**Run 1: metal layers overlaid**

Scale: 3 px per µm.
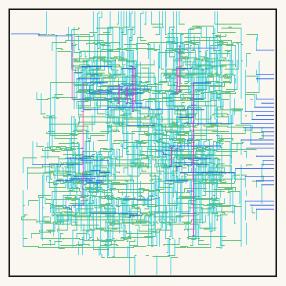
**Run 1: cell area per tile**

Scale: 4 px per µm. The die is cut into 9 by 9 equal tiles; black is low, pale yellow is high, 0 to 100% covered.
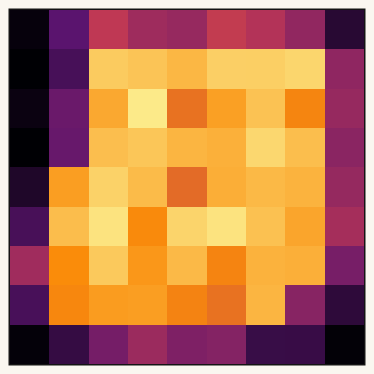
**Run 1: clock nets**

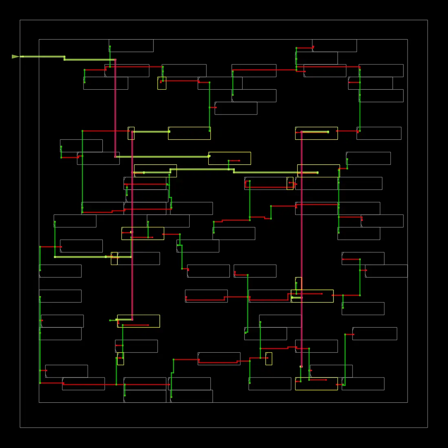
<file path="src/rtl/bcd_updown_display_counter_if.sv">
// Signal bundle for the BCD up/down display counter.
// The master drives the controls and load value; the slave (counter) returns the count, segments and flags.
interface bcd_updown_display_counter_if #(
  parameter int DIGITS = 3
);
  logic                  enable;
  logic                  up_down;
  logic                  load;
  logic [4*DIGITS-1:0]   load_value;
  logic [4*DIGITS-1:0]   bcd_out;
  logic [7*DIGITS-1:0]   hex_out;
  logic                  tick_led;
  logic                  at_limit;
  logic                  overflow;
  logic                  load_err;

  modport master (
    output enable, up_down, load, load_value,
    input  bcd_out, hex_out, tick_led, at_limit, overflow, load_err
  );

  modport slave (
    input  enable, up_down, load, load_value,
    output bcd_out, hex_out, tick_led, at_limit, overflow, load_err
  );
endinterface

</file>
<file path="src/rtl/bcd_updown_display_counter.sv">
// N-digit BCD up/down counter with prescaler, parallel load, wrap/saturate limits
// and a registered active-low 7-segment decode with optional leading-zero blanking.
module bcd_updown_display_counter #(
  parameter int DIGITS    = 3,
  parameter int CLK_FREQ  = 50000000,
  parameter int TICK_HZ   = 1,
  parameter int MAX_VALUE = 999,
  parameter int WRAP_MODE = 1,
  parameter int BLANK_LZ  = 1
) (
  input logic clk,
  input logic rst_a,
  bcd_updown_display_counter_if.slave bus
);
  localparam int DIV = CLK_FREQ / TICK_HZ;
  localparam int PW  = $clog2(DIV);
  localparam int BW  = 4 * DIGITS;
  localparam int HW  = 7 * DIGITS;

  function automatic logic [BW-1:0] to_bcd(input int v);
    logic [BW-1:0] r;
    int            x;
    r = '0;
    x = v;
    for (int i = 0; i < DIGITS; i++) begin
      r[4*i +: 4] = 4'(x % 10);
      x = x / 10;
    end
    return r;
  endfunction

  function automatic logic [6:0] seg7(input logic [3:0] d);
    case (d)
      4'd0:    seg7 = 7'b1000000;
      4'd1:    seg7 = 7'b1111001;
      4'd2:    seg7 = 7'b0100100;
      4'd3:    seg7 = 7'b0110000;
      4'd4:    seg7 = 7'b0011001;
      4'd5:    seg7 = 7'b0010010;
      4'd6:    seg7 = 7'b0000010;
      4'd7:    seg7 = 7'b1111000;
      4'd8:    seg7 = 7'b0000000;
      4'd9:    seg7 = 7'b0010000;
      default: seg7 = 7'b1111111;
    endcase
  endfunction

  // Walk from the top digit down; a digit blanks only while every digit above it is also zero.
  function automatic logic [HW-1:0] decode_display(input logic [BW-1:0] v);
    logic [HW-1:0] r;
    logic          lead;
    r    = '0;
    lead = 1'b1;
    for (int i = DIGITS - 1; i >= 0; i--) begin
      lead = lead && (v[4*i +: 4] == 4'd0);
      r[7*i +: 7] = ((BLANK_LZ != 0) && lead && (i > 0)) ? 7'b1111111 : seg7(v[4*i +: 4]);
    end
    return r;
  endfunction

  localparam logic [BW-1:0] MAX_BCD = to_bcd(MAX_VALUE);
  localparam logic [HW-1:0] HEX_RST = decode_display('0);

  logic [PW-1:0] presc;
  logic [BW-1:0] count;
  logic [HW-1:0] hex_q;
  logic          tick_led_q;
  logic          overflow_q;
  logic          load_err_q;

  logic [BW-1:0] inc_val;
  logic [BW-1:0] dec_val;
  logic [BW-1:0] next_count;
  logic          carry;
  logic          borrow;
  logic          at_max;
  logic          at_zero;
  logic          wrap_evt;
  logic          load_ok;
  logic          tick;

  always_comb begin
    inc_val    = count;
    dec_val    = count;
    carry      = 1'b1;
    borrow     = 1'b1;
    next_count = count;
    wrap_evt   = 1'b0;
    load_ok    = 1'b1;
    for (int i = 0; i < DIGITS; i++) begin
      if (carry) begin
        if (count[4*i +: 4] == 4'd9) begin
          inc_val[4*i +: 4] = 4'd0;
        end else begin
          inc_val[4*i +: 4] = count[4*i +: 4] + 4'd1;
          carry = 1'b0;
        end
      end
      if (borrow) begin
        if (count[4*i +: 4] == 4'd0) begin
          dec_val[4*i +: 4] = 4'd9;
        end else begin
          dec_val[4*i +: 4] = count[4*i +: 4] - 4'd1;
          borrow = 1'b0;
        end
      end
      if (bus.load_value[4*i +: 4] > 4'd9) load_ok = 1'b0;
    end
    // With every digit valid, BCD ordering matches unsigned ordering of the packed vector.
    if (bus.load_value > MAX_BCD) load_ok = 1'b0;

    at_max  = (count == MAX_BCD);
    at_zero = (count == '0);
    if (bus.up_down) begin
      if (!at_max) begin
        next_count = inc_val;
      end else if (WRAP_MODE != 0) begin
        next_count = '0;
        wrap_evt   = 1'b1;
      end
    end else begin
      if (!at_zero) begin
        next_count = dec_val;
      end else if (WRAP_MODE != 0) begin
        next_count = MAX_BCD;
        wrap_evt   = 1'b1;
      end
    end
  end

  assign tick = bus.enable && (presc == PW'(DIV - 1));

  always_ff @(posedge clk or posedge rst_a) begin
    if (rst_a) begin
      presc      <= '0;
      count      <= '0;
      hex_q      <= HEX_RST;
      tick_led_q <= 1'b0;
      overflow_q <= 1'b0;
      load_err_q <= 1'b0;
    end else begin
      overflow_q <= 1'b0;
      load_err_q <= 1'b0;
      hex_q      <= decode_display(count);
      // A load wins over a coincident tick; that tick is simply dropped.
      if (bus.load) begin
        if (load_ok) begin
          count <= bus.load_value;
          presc <= '0;
        end else begin
          load_err_q <= 1'b1;
        end
      end else if (tick) begin
        presc      <= '0;
        count      <= next_count;
        tick_led_q <= ~tick_led_q;
        overflow_q <= wrap_evt;
      end else if (bus.enable) begin
        presc <= presc + PW'(1);
      end
    end
  end

  assign bus.bcd_out  = count;
  assign bus.hex_out  = hex_q;
  assign bus.tick_led = tick_led_q;
  assign bus.overflow = overflow_q;
  assign bus.load_err = load_err_q;
  assign bus.at_limit = bus.up_down ? (count == MAX_BCD) : (count == '0);
endmodule

</file>
<file path="src/flat_wrapper.sv">
// flat-port wrapper written by rule: the top's interface ports become plain ports
module bcd_updown_display_counter_flat 
#(
  parameter int DIGITS    = 3,
  parameter int CLK_FREQ  = 50000000,
  parameter int TICK_HZ   = 1,
  parameter int MAX_VALUE = 999,
  parameter int WRAP_MODE = 1,
  parameter int BLANK_LZ  = 1
)
  (clk, rst_a, bus_enable, bus_up_down, bus_load, bus_load_value, bus_bcd_out, bus_hex_out, bus_tick_led, bus_at_limit, bus_overflow, bus_load_err);
  bcd_updown_display_counter_if #(.DIGITS(DIGITS)) bus_i ();
  input logic clk;
  input logic rst_a;
  input wire logic [$bits(bus_i.enable)-1:0] bus_enable;
  input wire logic [$bits(bus_i.up_down)-1:0] bus_up_down;
  input wire logic [$bits(bus_i.load)-1:0] bus_load;
  input wire logic [$bits(bus_i.load_value)-1:0] bus_load_value;
  output wire logic [$bits(bus_i.bcd_out)-1:0] bus_bcd_out;
  output wire logic [$bits(bus_i.hex_out)-1:0] bus_hex_out;
  output wire logic [$bits(bus_i.tick_led)-1:0] bus_tick_led;
  output wire logic [$bits(bus_i.at_limit)-1:0] bus_at_limit;
  output wire logic [$bits(bus_i.overflow)-1:0] bus_overflow;
  output wire logic [$bits(bus_i.load_err)-1:0] bus_load_err;
  assign bus_i.enable = bus_enable;
  assign bus_i.up_down = bus_up_down;
  assign bus_i.load = bus_load;
  assign bus_i.load_value = bus_load_value;
  assign bus_bcd_out = bus_i.bcd_out;
  assign bus_hex_out = bus_i.hex_out;
  assign bus_tick_led = bus_i.tick_led;
  assign bus_at_limit = bus_i.at_limit;
  assign bus_overflow = bus_i.overflow;
  assign bus_load_err = bus_i.load_err;
  bcd_updown_display_counter #(.DIGITS(DIGITS), .CLK_FREQ(CLK_FREQ), .TICK_HZ(TICK_HZ), .MAX_VALUE(MAX_VALUE), .WRAP_MODE(WRAP_MODE), .BLANK_LZ(BLANK_LZ)) u_core (.clk(clk), .rst_a(rst_a), .bus(bus_i));
endmodule
</file>
<file path="config.mk">
export PLATFORM = sky130hd
export DESIGN_NAME = bcd_updown_display_counter_flat
export DESIGN_NICKNAME = d
export VERILOG_FILES = /design/src/rtl/bcd_updown_display_counter_if.sv /design/src/rtl/bcd_updown_display_counter.sv /design/src/flat_wrapper.sv
export SDC_FILE = /design/constraint.sdc
export NUM_CORES = 1
export LEC_CHECK = 0
export CAP_MARGIN = 20
export CORE_MARGIN = 4
export CORE_UTILIZATION = 59
export CTS_BUF_LIST = sky130_fd_sc_hd__clkbuf_16
export DETAILED_ROUTE_END_ITERATION = 10
export PLACE_DENSITY = 0.87
export SLEW_MARGIN = 15
export SYNTH_ARGS = -nofsm -noshare
export SYNTH_HDL_FRONTEND = slang
export SYNTH_SLANG_ARGS = --single-unit
</file>
<file path="constraint.sdc">
create_clock -name clk -period 7.6 [get_ports clk]
set_clock_uncertainty 0.2 [all_clocks]
set_input_delay 0.76 -clock clk [delete_from_list [all_inputs] [get_ports clk]]
set_output_delay 0.76 -clock clk [all_outputs]
set_load 0.01 [all_outputs]
</file>
==> results.txt, run 1 <==
Results of the implementation run.

The buffering stage count on the worst path with inverters included came out at 2. Row generation in the floorplan step produced 29 rows. The area share of the largest cell type after synthesis came out at between 30 and 40%. The run finished with clean final reports. The CTS sink count came out at roughly 62. The leading cell type in the layout, fill and taps excluded is sky130_fd_sc_hd__clkdlybuf4s50_1. For this floorplan the total number of well-tap instances is 77.

The clock transition at the registers of the reported paths is 0.05 ns. In the power breakdown, the internal column shows approximately 0.001 W. The antenna diode count is 0. By area the synthesized netlist is led by sky130_fd_sc_hd__dfrtp_1 31%, sky130_fd_sc_hd__dfstp_2 10%, sky130_fd_sc_hd__xnor2_1 5.3%. Counting tap cells, the placed design contains a total of between 500 and 600 instances. Pins over their slew limit in the final report were tallied at 0.

The number of maximum-capacitance constraint violations came out at 0. The horizontal die dimension reported for this design is 88.5 µm. The total of fill cells in the finished design is 469.

The clock tree from TritonCTS is done. The gate count of the mapped netlist came out at about 430. The synthesized flop and latch total is ~62. The count of synthesis-stage warnings from yosys came out at 0. The global-route wire length before repair came out at 15400 µm. The total power per unit cell area is 349 nW/µm². The number of cells upsized or downsized after cts is 0.

The slowest stage of the critical path belongs to the cell sky130_fd_sc_hd__clkdlybuf4s50_1. The share of the final layout cell area in sequential cells is 34.0%. The most common logic cells in the final layout are 53 x sky130_fd_sc_hd__clkdlybuf4s50_1, 49 x sky130_fd_sc_hd__nor2_1, 47 x sky130_fd_sc_hd__dfrtp_1.

The post-layout minimum cycle time is ~3.8 ns. The number of flops mapped to enable cells by yosys came out at 0. The mean routed wirelength per cell came out at 16.8 µm. OpenSTA lists the critical path endpoint as bus_at_limit.

For the worst reg-to-reg path, the endpoint reported by OpenROAD is u_core.bus.bcd_out[3]. Summing internal, switching and leakage power gives 0.00161 W. The final cell count without fillers came out at roughly 550. The net switching component of the power came out at 0.000610 W. The initial antenna violation count is 0. The via count is about 3400. The path with the worst hold slack has its endpoint at u_core.bus.tick_led. The number of distinct library cells after synthesis is 63. The critical path starts at bus_up_down.

The hold path depth came out at 1. For reference, the final report shows the hold violation count at 0. The proportion of power drawn by combinational gates came out at 43.1%. After layout, the buffer instance count without clock buffers stands at ~55. The worst hold margin is 0.269 ns. Data on the critical path arrives at its endpoint at 2.83 ns.

The top achievable clock speed came out at 264 MHz. The I/O pin total came out at 54. The transition time recorded at the tightest slew-check pin is 1.05 ns.

The fraction of final cell area spent on clock buffers and inverters in this run is 5.47%. The total die size is between 7000 and 8000 µm². The met2 demand-to-capacity share in global routing came out at between 40% and 50%. Ranked by instance count, the synthesized netlist is headed by 49 x sky130_fd_sc_hd__nor2_1, 47 x sky130_fd_sc_hd__dfrtp_1, 40 x sky130_fd_sc_hd__nand2_1. The total congestion overflow after global routing came out at 0. The number of DRC violations after detailed-routing iteration 0 is between 300 and 400. Per the synthesis report, the AND-OR/OR-AND share of the synthesized area is 14.2%. During placement, the flow inserted port buffers numbering 53. The fraction of synthesized area in multiplexers is approximately 3.8%. Looking at hold timing, the worst path starts from u_core.bus.tick_led. The post-detailed-route via-to-cell ratio is roughly 6.3.

Looking at the area split, the leading class of cells is combinational gates. In this run the deepest clock path goes through 2 buffers. The final net count is 502. The critical register-to-register path startpoint is u_core.presc[16]. The largest driver fanout on the critical path came out at 16.

The final sum of negative setup slack is 0 ns. The non-clock inverters instantiated in the layout total 19. The number of nets with antenna violations after detailed routing is 0.

The slack of the worst reg-to-reg path came out at 4.65 ns. According to the cell report, the number of logic gates is about 320. For this run the top cell type by instance count after synthesis was sky130_fd_sc_hd__nor2_1. The clock network fraction of total power is 21.6%. The average instance area after synthesis came out at 8.92 µm².

The yosys stat cell total is 429. The post-synthesis share of cell area spent on xor and xnor gates is about 6.6%. The ratio of cells with drive above 1 in the final layout is under 10%.

The fraction of power spent switching nets came out at 37.9%. The adder and majority cell fraction of the synthesized area came out at 5.23%. The final non-filler cell area is 4620 µm². The placed instance area came out at 4370 µm².

In the routed design, unresolved DRC markers number 0. The iteration tally of the first detailed-router pass is 5. The most used flip-flop cell after synthesis is sky130_fd_sc_hd__dfrtp_1.

The worst-case setup slack after placement is between 3 and 4 ns. The timing report attributes the biggest portion of critical-path delay to buffers and inverters. The fraction of met3 tracks used by global routing is under 10%. Before placement the cells fill 60.6% of the core.

The combinational share of cell area came out at between 40% and 50%. The global routing report lists combined usage of all routing layers as 24.7%. The routing usage on met1 is 32.9%. The logic depth of the worst register-to-register path came out at 5.

sky130_fd_sc_hd__dfrtp_1 takes more of the synthesized area than any other cell. Summed over all nets, the half-perimeter wirelength after detailed placement is between 6000 and 7000 µm. For this run, the final setup violation count is recorded as 0. Wires add up to 9250 µm. The cell area that synthesis handed to floorplanning was 3830 µm². The kind of critical path is in2out. The largest family of logic cells by area is simple AND/OR/NAND/NOR gates.
-- 'metal layers overlaid' (at the start) --
- magenta: met4 (wire length 180 µm)
- green: met1 (wire length 3840 µm)
- cyan: met2 (wire length 4600 µm)
- blue: met3 (wire length 628 µm)

-- 'cell area per tile' (at the start) --
- emptiest ninth of the die: top left
- fullest tile: 95%
- nearly empty tiles: 6.2%

-- 'clock nets' (at the start) --
seq_cells: 62
clock latency on the worst-skew pair: 0.33 ns
power drawn by the clock network: 0.000348 W
CLK BUF: 9
Inserted Clock Buffers: 9

run 1: layer usage:
layer,part of all wire [%],wire (µm),up-vias
li1,-,-,1606
met1,42,3840,1669
met2,50,4600,150
met3,6.8,627,24
met4,1.9,180,0
met5,0,0,-
run 1: sequential cells by signal (all words and copies together), names as in the netlist:
name and count:
u_core.bus.load_err 1, u_core.bus.hex_out 21, u_core.bus.bcd_out 12, u_core.bus.tick_led 1
u_core.bus.overflow 1, u_core.presc 26
run 1: power groups by stage:
stage	registers (W)	clock network, W	logic (W)
floorplan	0.000557	0	0.000413
detailed placement	0.000569	0	0.000677
finish	0.000569	0.000348	0.000693
CTS	0.000566	0.000351	0.000690
global route	0.000584	0.000368	0.000760
global placement	0.000564	0	0.000653
==> inputs of run 2 (changes only) <==
--- a/config.mk
+++ b/config.mk
@@ -7,10 +7,10 @@
 export LEC_CHECK = 0
 export CAP_MARGIN = 20
 export CORE_MARGIN = 4
-export CORE_UTILIZATION = 59
+export CORE_UTILIZATION = 50
 export CTS_BUF_LIST = sky130_fd_sc_hd__clkbuf_16
 export DETAILED_ROUTE_END_ITERATION = 10
-export PLACE_DENSITY = 0.87
+export PLACE_DENSITY = 0.79
 export SLEW_MARGIN = 15
 export SYNTH_ARGS = -nofsm -noshare
 export SYNTH_HDL_FRONTEND = slang
==> constraint.sdc (replaced) <==
create_clock -name clk -period 3.1 [get_ports clk]
set_clock_uncertainty 0.2 [all_clocks]
set_input_delay 0.31 -clock clk [delete_from_list [all_inputs] [get_ports clk]]
set_output_delay 0.31 -clock clk [all_outputs]
set_load 0.01 [all_outputs]
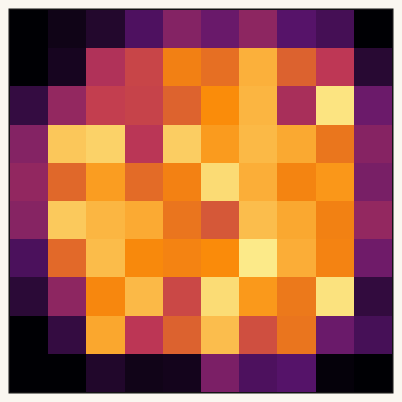
**Above:** run 2 (cell area per tile).
Scale: 4 px per µm. The die is cut into 10 by 10 equal tiles; black is low, pale yellow is high, 0 to 100% covered.
- densest ninth of the die: middle
- tiles over 75% full: 27%
- fullest tile: 96%
- nearly empty tiles: 8.0%

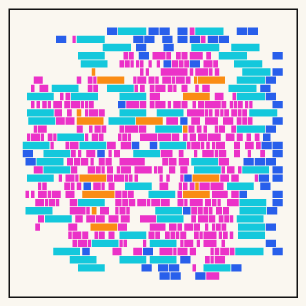
**Above:** run 2 (cell classes on the final placement).
Scale: 3 px per µm.
- blue: other buffers and delay cells (cells 65)
- orange: clock drivers and dummy loads (cells 16)
- cyan: flip-flops (cells 62)
- magenta: all other logic (cells 341)

==> results.txt, run 2 <==
Results of the implementation run.

The run finished with clean final reports. The number of flops mapped to enable cells by yosys is 0. Global routing put the most usage on met2. Per the synth stats, the flop cell with the highest instance count is sky130_fd_sc_hd__dfrtp_1.

The number of flip-flops in the largest register came out at 26. The worst hold margin came out at 0.234 ns. The total internal power is 0.00258 W. The stage logs contain a warning count of 35. The layout report gives the register share of total cell area as between 30 and 40%. STA puts the critical path data arrival time at 2.46 ns.

The flow inserted 99 tap cells. 322 cells are multi-input combinational gates. The synthesized flop and latch total came out at about 62. The CTS sink count is approximately 62. The sequential cell count is 62. The total power per unit cell area came out at 854 nW/µm².

The script extracted a net switching power of 0.00150 W. After synthesis, the largest area contributor takes up 30.7% of total cell area. The final net count is 512. The clock tree from TritonCTS is done. The clock buffer and inverter area fraction after layout came out at 5.90%. Combinational logic burns 42.8% of the power. The number of nets with antenna violations after detailed routing is 0. Per the layout report, the design carries 9 clock buffers. The final antenna diode tally reported by the flow is 0.

The total congestion overflow after global routing is 0. The I/O pin total is approximately 54. The sort of element at the end of the critical path is an output pin. Per the skew report, the later register of the worst-skew pair sees a clock latency of 0.33 ns. For reference, the critical path is launched at u_core.bus.bcd_out[5]. The capture point of the worst register-to-register path is recorded as u_core.bus.bcd_out[9]. For this run, asynchronously set or reset flops after synthesis account for 100%.

In the global route stage, met1 resource usage came out at 28.9%. The synthesis run shows the most used standard cells to be 49 x sky130_fd_sc_hd__nor2_1, 47 x sky130_fd_sc_hd__dfrtp_1, 40 x sky130_fd_sc_hd__nand2_1. The global-route wire length before repair came out at 15600 µm. The inverter count came out at 19. The met2 demand-to-capacity share in global routing came out at 35.9%.

The placed wire-length estimate came out at 6570 µm. The fraction of power spent switching nets is around 37%. The routed wire length came out at 9440 µm. The most critical min-delay path falls under in2async. The worst-margin pin slew is roughly 0.75 ns. The library cell used as clock root buffer is sky130_fd_sc_hd__clkbuf_16. The number of distinct library cells after synthesis came out at roughly 63. The mean routed wirelength per cell is 16.2 µm. Non-clock buffering takes up 13.0% of total cell area after layout. The compound-gate portion of the synthesized area came out at between 10% and 20%.

The power report attributes to the clock group a share of 23.4%. The count of buffers added on input and output ports is 53. The DRC violation count after routing came out at 0. Setup repair after global routing left no endpoint under its margin. In the CTS report, the clock slew at the register clock pins of the worst setup and hold paths is listed as 0.05 ns. For this run, the number of Yosys warnings is 0. Dividing the synthesized area by the synthesized cell count gives 8.92 µm². The final-report setup violation count came out at 0. The slack of the worst reg-to-reg path is 0.32 ns. The die is about 95 µm wide. RePlAce ended its routability-driven mode at a weighted congestion of 0.939.

STA lists the maximum fanout along the critical path as 7. The initial antenna violation count is 0. The count of final hold-check violations came out at 0.

The yosys stat cell total came out at 429. The biggest area contributor in the post-synthesis netlist is sky130_fd_sc_hd__dfrtp_1. The iteration tally of the first detailed-router pass is 5. The most area-hungry cell class in the final design is combinational gates.

The number of non-clock buffers is 65. In this design, the largest share of critical-path delay is due to buffers and inverters. Counting only logic cells after layout, the most numerous master is sky130_fd_sc_hd__clkdlybuf4s50_1.

Measured against its own limit, the worst slew margin works out to 49.9%. Looking at the reg2reg group, the worst path starts from u_core.bus.bcd_out[5]. The placed instance area is ~4500 µm².

The post-synthesis share of cell area spent on xor and xnor gates is 6.64%. Max-cap violations in this run came to 0. The cell with the largest stage delay on the worst path is sky130_fd_sc_hd__clkdlybuf4s50_1. Counting flops per register, the top entry is u_core.presc.

The adder and majority cell fraction of the synthesized area came out at between 5 and 6%. The final cell count without fillers came out at about 580. The power share of the sequential group came out at 33.8%.

The combinational share of cell area came out at 44.1%. The total of fill cells in the finished design came out at 577. The routed layout has 3384 vias.

After technology mapping, the gate count stands at 429. The deepest clock path buffer count came out at 2. Subtracting the final worst setup slack from the clock period gives 2.97 ns.

Setup total negative slack on the finished layout was measured at 0 ns. After synthesis, the largest family of logic cells by area is simple AND/OR/NAND/NOR gates. The top achievable clock speed is 337 MHz. The global routing report lists met3 layer usage as 3.16%. Multiplexer cells account for 3.79% of the synthesized area. The logic depth of the worst register-to-register path came out at 7. The core region is 7330 µm².

The count of pins over their slew limit is 0. Timing analysis after detailed placement gives a worst setup slack of ~0.29 ns. The final non-filler cell area came out at 4770 µm². The final worst slack came out at 0.131 ns. The kind of critical path is reg2out.

The main area contributors are sky130_fd_sc_hd__dfrtp_1 31%, sky130_fd_sc_hd__dfstp_2 10%, sky130_fd_sc_hd__xnor2_1 5.3%. The number of buffers created by CTS came out at 9. The post-synth design cell area is 3830 µm².

Overall routing resource usage recorded by global route was 21.7%. The register cell area after layout is roughly 1600 µm². The violation tally recorded at the end of detailed-routing iteration 0 is 243. The buffering stage count on the worst path with inverters included came out at 2. The number of cells after detailed placement came out at ~570. Per the cell usage report, the commonest logic cells after layout are 53 x sky130_fd_sc_hd__clkdlybuf4s50_1, 49 x sky130_fd_sc_hd__nor2_1, 47 x sky130_fd_sc_hd__dfrtp_1. The effective utilization at floorplan came out at 52.2%. The standard-cell row count came out at 31.

The total die size is 9120 µm². The power after layout is 0.00408 W. The post-detailed-route via-to-cell ratio is between 5 and 6. The post-route netlist has 12.8% of its cells at a drive strength greater than 1.

sky130_fd_sc_hd__nor2_1 is the most common cell in the netlist. Counting buffers and inverters, the worst setup path is 6 cells deep. The capture point of the critical path is bus_at_limit.
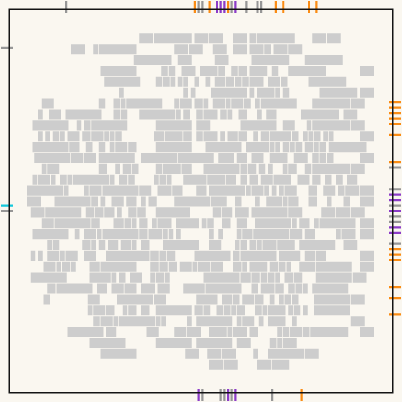
**Above:** run 2 (I/O pins on the die edge).
Scale: 4 px per µm. Pins as bars across the die edge, other pins in gray.
- cyan: bus_load (pins 1; direction input; edge left)
- purple: bus_load_value (pins 12; direction input; edge 5 right, 4 top, 3 bottom)
- orange: bus_hex_out (pins 21; direction output; edge 13 right, 7 top, 1 bottom)

run 2: cell counts after synthesis:
Identical to the previous run, type by type.
run 2: timing repair:
item | 4_1_cts | 5_1_grt
pin swaps | 0 | 2
gates resized | 1 | 4
buffers inserted | 0 | 1
gates cloned | 0 | 0
endpoints found under the setup margin | 1 | 1
run 2: power by group through the flow:
stage          Sequential, W  Clock (W)  Combinational (W)
3_3_place_gp         0.00137          0            0.00167
3_5_place_dp         0.00138          0            0.00169
4_1_cts              0.00137   0.000962            0.00171
6_report             0.00138   0.000956            0.00174
5_1_grt              0.00142    0.00101            0.00192
2_1_floorplan        0.00137          0            0.00101
run 2: layer usage:
layer  up-vias  routed length (µm)
li1       1627                   -
met1      1624                4080
met2       113                4670
met3        20                 518
met4         0                 164
met5         -                   0
==> inputs of run 3 (changes only) <==
--- a/config.mk
+++ b/config.mk
@@ -11,6 +11,7 @@
 export CTS_BUF_LIST = sky130_fd_sc_hd__clkbuf_16
 export DETAILED_ROUTE_END_ITERATION = 10
 export PLACE_DENSITY = 0.79
+export REMOVE_ABC_BUFFERS = 1
 export SLEW_MARGIN = 15
 export SYNTH_ARGS = -nofsm -noshare
 export SYNTH_HDL_FRONTEND = slang
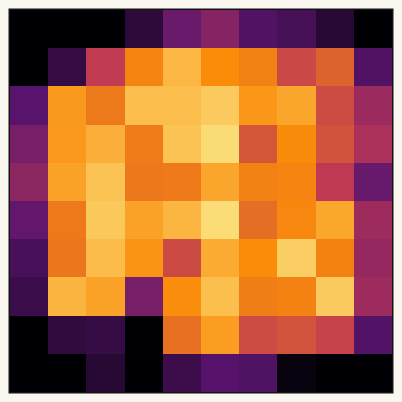
**Above:** run 3 (cell area per tile).
Scale: 4 px per µm. The die is cut into 10 by 10 equal tiles; black is low, pale yellow is high, 0 to 100% covered.
- tiles over 75% full: 29%
- fullest tile: 92%
- emptiest ninth of the die: bottom left
- densest ninth of the die: middle
- mean over tiles: 51%

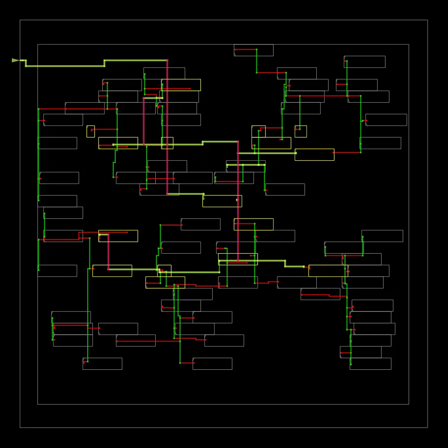
**Above:** run 3 (clock nets).
CLK BUF: 11
clock tree sinks: 62
power drawn by the clock network: 0.00101 W

==> results.txt, run 3 <==
Results of the implementation run.

The flow ran to the end, and the final reports show no timing, DRC or antenna violations. The compound-gate portion of the synthesized area is 14.2%. The critical register-to-register path startpoint is u_core.bus.bcd_out[5]. The total internal power came out at about 0.0026 W.

Setup repair after global routing left no endpoint under its margin. The synthesized chip area reported by yosys came out at 3830 µm². The number of non-clock buffers is 62. The area share of the largest cell type after synthesis came out at a little under a third. The most area-hungry cell class in the final design is combinational gates. The final sum of negative setup slack came out at 0 ns. The routed wire length came out at 9310 µm. The number of antenna diodes in the final layout is 0.

Per report_power, the combinational group accounts for 41.7% of the total. The register with the most flip-flops in the layout has 26 of them. Yosys reports that the most numerous cell types are 49 x sky130_fd_sc_hd__nor2_1, 47 x sky130_fd_sc_hd__dfrtp_1, 40 x sky130_fd_sc_hd__nand2_1.

The deepest clock path buffer count came out at 2. The final non-filler cell area is 4780 µm². The final-report setup violation count came out at 0. The ratio of cells with drive above 1 in the final layout is 12.5%. The placement report lists the number of port buffers as 53. The placed wire-length estimate came out at 6580 µm. sky130_fd_sc_hd__nor2_1 is the most common cell in the netlist. The DRC violation count after routing came out at 0.

The first TritonRoute pass finished after 5 iterations. Detailed placement reports a standard cell area of 4460 µm². Total power normalized to cell area comes to 858 nW/µm². The endpoint identified for the worst register-to-register timing path is u_core.bus.bcd_out[8]. The power share of the sequential group is between 30 and 40%. Static timing analysis puts the maximum clock frequency at roughly 330 MHz. The post-synthesis simple-gate area fraction came out at 24.4%. The design draws roughly 0.0041 W. The instance count on the critical path came out at 6. The fraction of area in non-clock buffers came out at 12.8%. The tool warning count came out at 34.

The final hold violation count recorded for this run is 0. Among cell families on the critical path, the largest total delay comes from buffers and inverters. The worst setup path is captured at an output pin. TritonCTS built the clock tree. The number of levels the H-tree was split into came out at 3. Per the layout report, the design carries 19 non-clock inverters. The final net count came out at 509. The number of logic gates is 322. The mean routed wirelength per cell is ~16 µm. The effective utilization at floorplan is 52.2%. The count of pins over their slew limit is 0.

The number of nets with antenna violations after detailed routing is 0. For the worst-skew pair, the clock arrives at the later sink with an insertion delay of 0.33 ns. For the combinational group, total power comes out at approximately 0.0017 W.

The initial antenna violation count was 0. The buffering stage count on the worst path with inverters included is 2. Detailed routing inserted a total of 3352 vias. Among logic cells in the layout, the one with the most instances is sky130_fd_sc_hd__clkdlybuf4s50_1. The worst setup path is of the reg2out kind. The post-synthesis share of cell area spent on xor and xnor gates came out at 6.64%. The fraction of power spent switching nets is 36.7%. The post-synth design cell area came out at 3830 µm².

The share of the final layout cell area in sequential cells came out at 32.8%. The clock network fraction of total power came out at 24.6%. The biggest area contributor in the post-synthesis netlist is sky130_fd_sc_hd__dfrtp_1. In this run the worst setup path begins at u_core.bus.bcd_out[5].

Row generation in the floorplan step produced 31 rows. The library cell used as clock root buffer is sky130_fd_sc_hd__clkbuf_16. There are 62 flip-flops and latches. The adder and majority cell fraction of the synthesized area came out at around 5.2%. The synthesized flop and latch total came out at 62. Data on the critical path arrives at its endpoint at 2.48 ns. The pin closest to its max-slew limit shows a slew of 0.544 ns. Of all flip-flops after synthesis, the portion carrying an async set or reset was 100%. Yosys attributes the largest share of cell area to sky130_fd_sc_hd__dfrtp_1 31%, sky130_fd_sc_hd__dfstp_2 10%, sky130_fd_sc_hd__xnor2_1 5.3%. The class of the most critical hold timing path is in2async. The count of synthesis-stage warnings from yosys is 0. The gate count of the mapped netlist is roughly 430. The number of distinct library cells after synthesis came out at between 60 and 70. After detailed routing, the number of vias per cell comes to approximately 5.8. Per the repair_timing log after CTS, setup buffers inserted total 0. The clock period could shrink to around 3 ns.

The global-route wire length before repair is ~16000 µm. The cell with the largest stage delay on the worst path is sky130_fd_sc_hd__clkdlybuf4s50_1. The most used flip-flop cell after synthesis is sky130_fd_sc_hd__dfrtp_1. STA classifies the critical path startpoint as a flip-flop. The register cell area after layout is 1570 µm². The total die size came out at around 9100 µm².

The number of DRC violations after detailed-routing iteration 0 came out at ~280. Per the post-CTS timing run, clock transition at the registers of the reported paths is about 0.060 ns. Among the non-sequential cells, simple AND/OR/NAND/NOR gates take the most area. The standard cell core area came out at 7330 µm².

Per the run summary, max-cap violations total 0. The slack of the worst reg-to-reg path came out at around 0.39 ns. The sequential-cell power consumption is 0.00138 W. The yosys stat cell total came out at 429. The report lists the number of cells resized after CTS as 0.

The I/O pin total came out at 54. The combinational share of cell area is 43.8%. The script extracted a net switching power of 0.00151 W. The remaining max-slew budget at the tightest pin is a little under two thirds. The worst register-to-register path has a depth of 7.

The total congestion overflow after global routing is 0. The most common logic cells in the final layout are 53 x sky130_fd_sc_hd__clkdlybuf4s50_1, 49 x sky130_fd_sc_hd__nor2_1, 47 x sky130_fd_sc_hd__dfrtp_1. The number of flops mapped to enable cells by yosys is 0. The dominant power group in this design is combinational cells. The fraction of synthesized area in multiplexers is 3.79%. The x dimension of the die is around 95 µm. The number of buffers created by CTS is 9. Across every metal layer, demand over resource in global routing totals 21.8%. The layout has 591 filler cells.
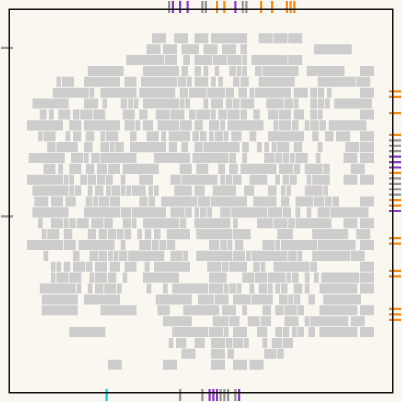
**Above:** run 3 (I/O pins on the die edge).
Scale: 4 px per µm. Pins as bars across the die edge, other pins in gray.
- purple: bus_load_value (pins 12; direction input; edge 4 top, 4 right, 4 bottom)
- cyan: bus_load (pins 1; direction input; edge bottom)
- orange: bus_hex_out (pins 21; direction output; edge 14 right, 7 top)
- all pins by edge: 25 right, 16 top, 11 bottom, 2 left

-- run 3: netlist changes by cell type in the layout (fill, tap and decap cells not counted), sizes merged --
cell      delta
buf          -3
bufinv       -1
clkbuf       +2
clkinv       -3
clkinvlp     +2
-- run 3: stage by stage --
stage               hold slack (ns)  std cells  util, %  setup WS, ns
global route                  0.223        580     65.2        0.0116
finish                        0.169        580     65.2         0.108
detailed placement            0.293        564     60.8         0.365
global placement              0.292        564     60.8         0.476
floorplan                     0.180        403        -         0.464
CTS                           0.184        580     65.1        0.0670
-- run 3: routing by layer --
layer  vias up  share of wire (%)  track usage (%)
li1       1619                  -                -
met1      1603                 42             26.5
met2       116                 51             37.8
met3        14                5.7             5.52
met4         0                1.4             7.11
met5         -                  0                0
Power is estimated from default activity; no workload was simulated.
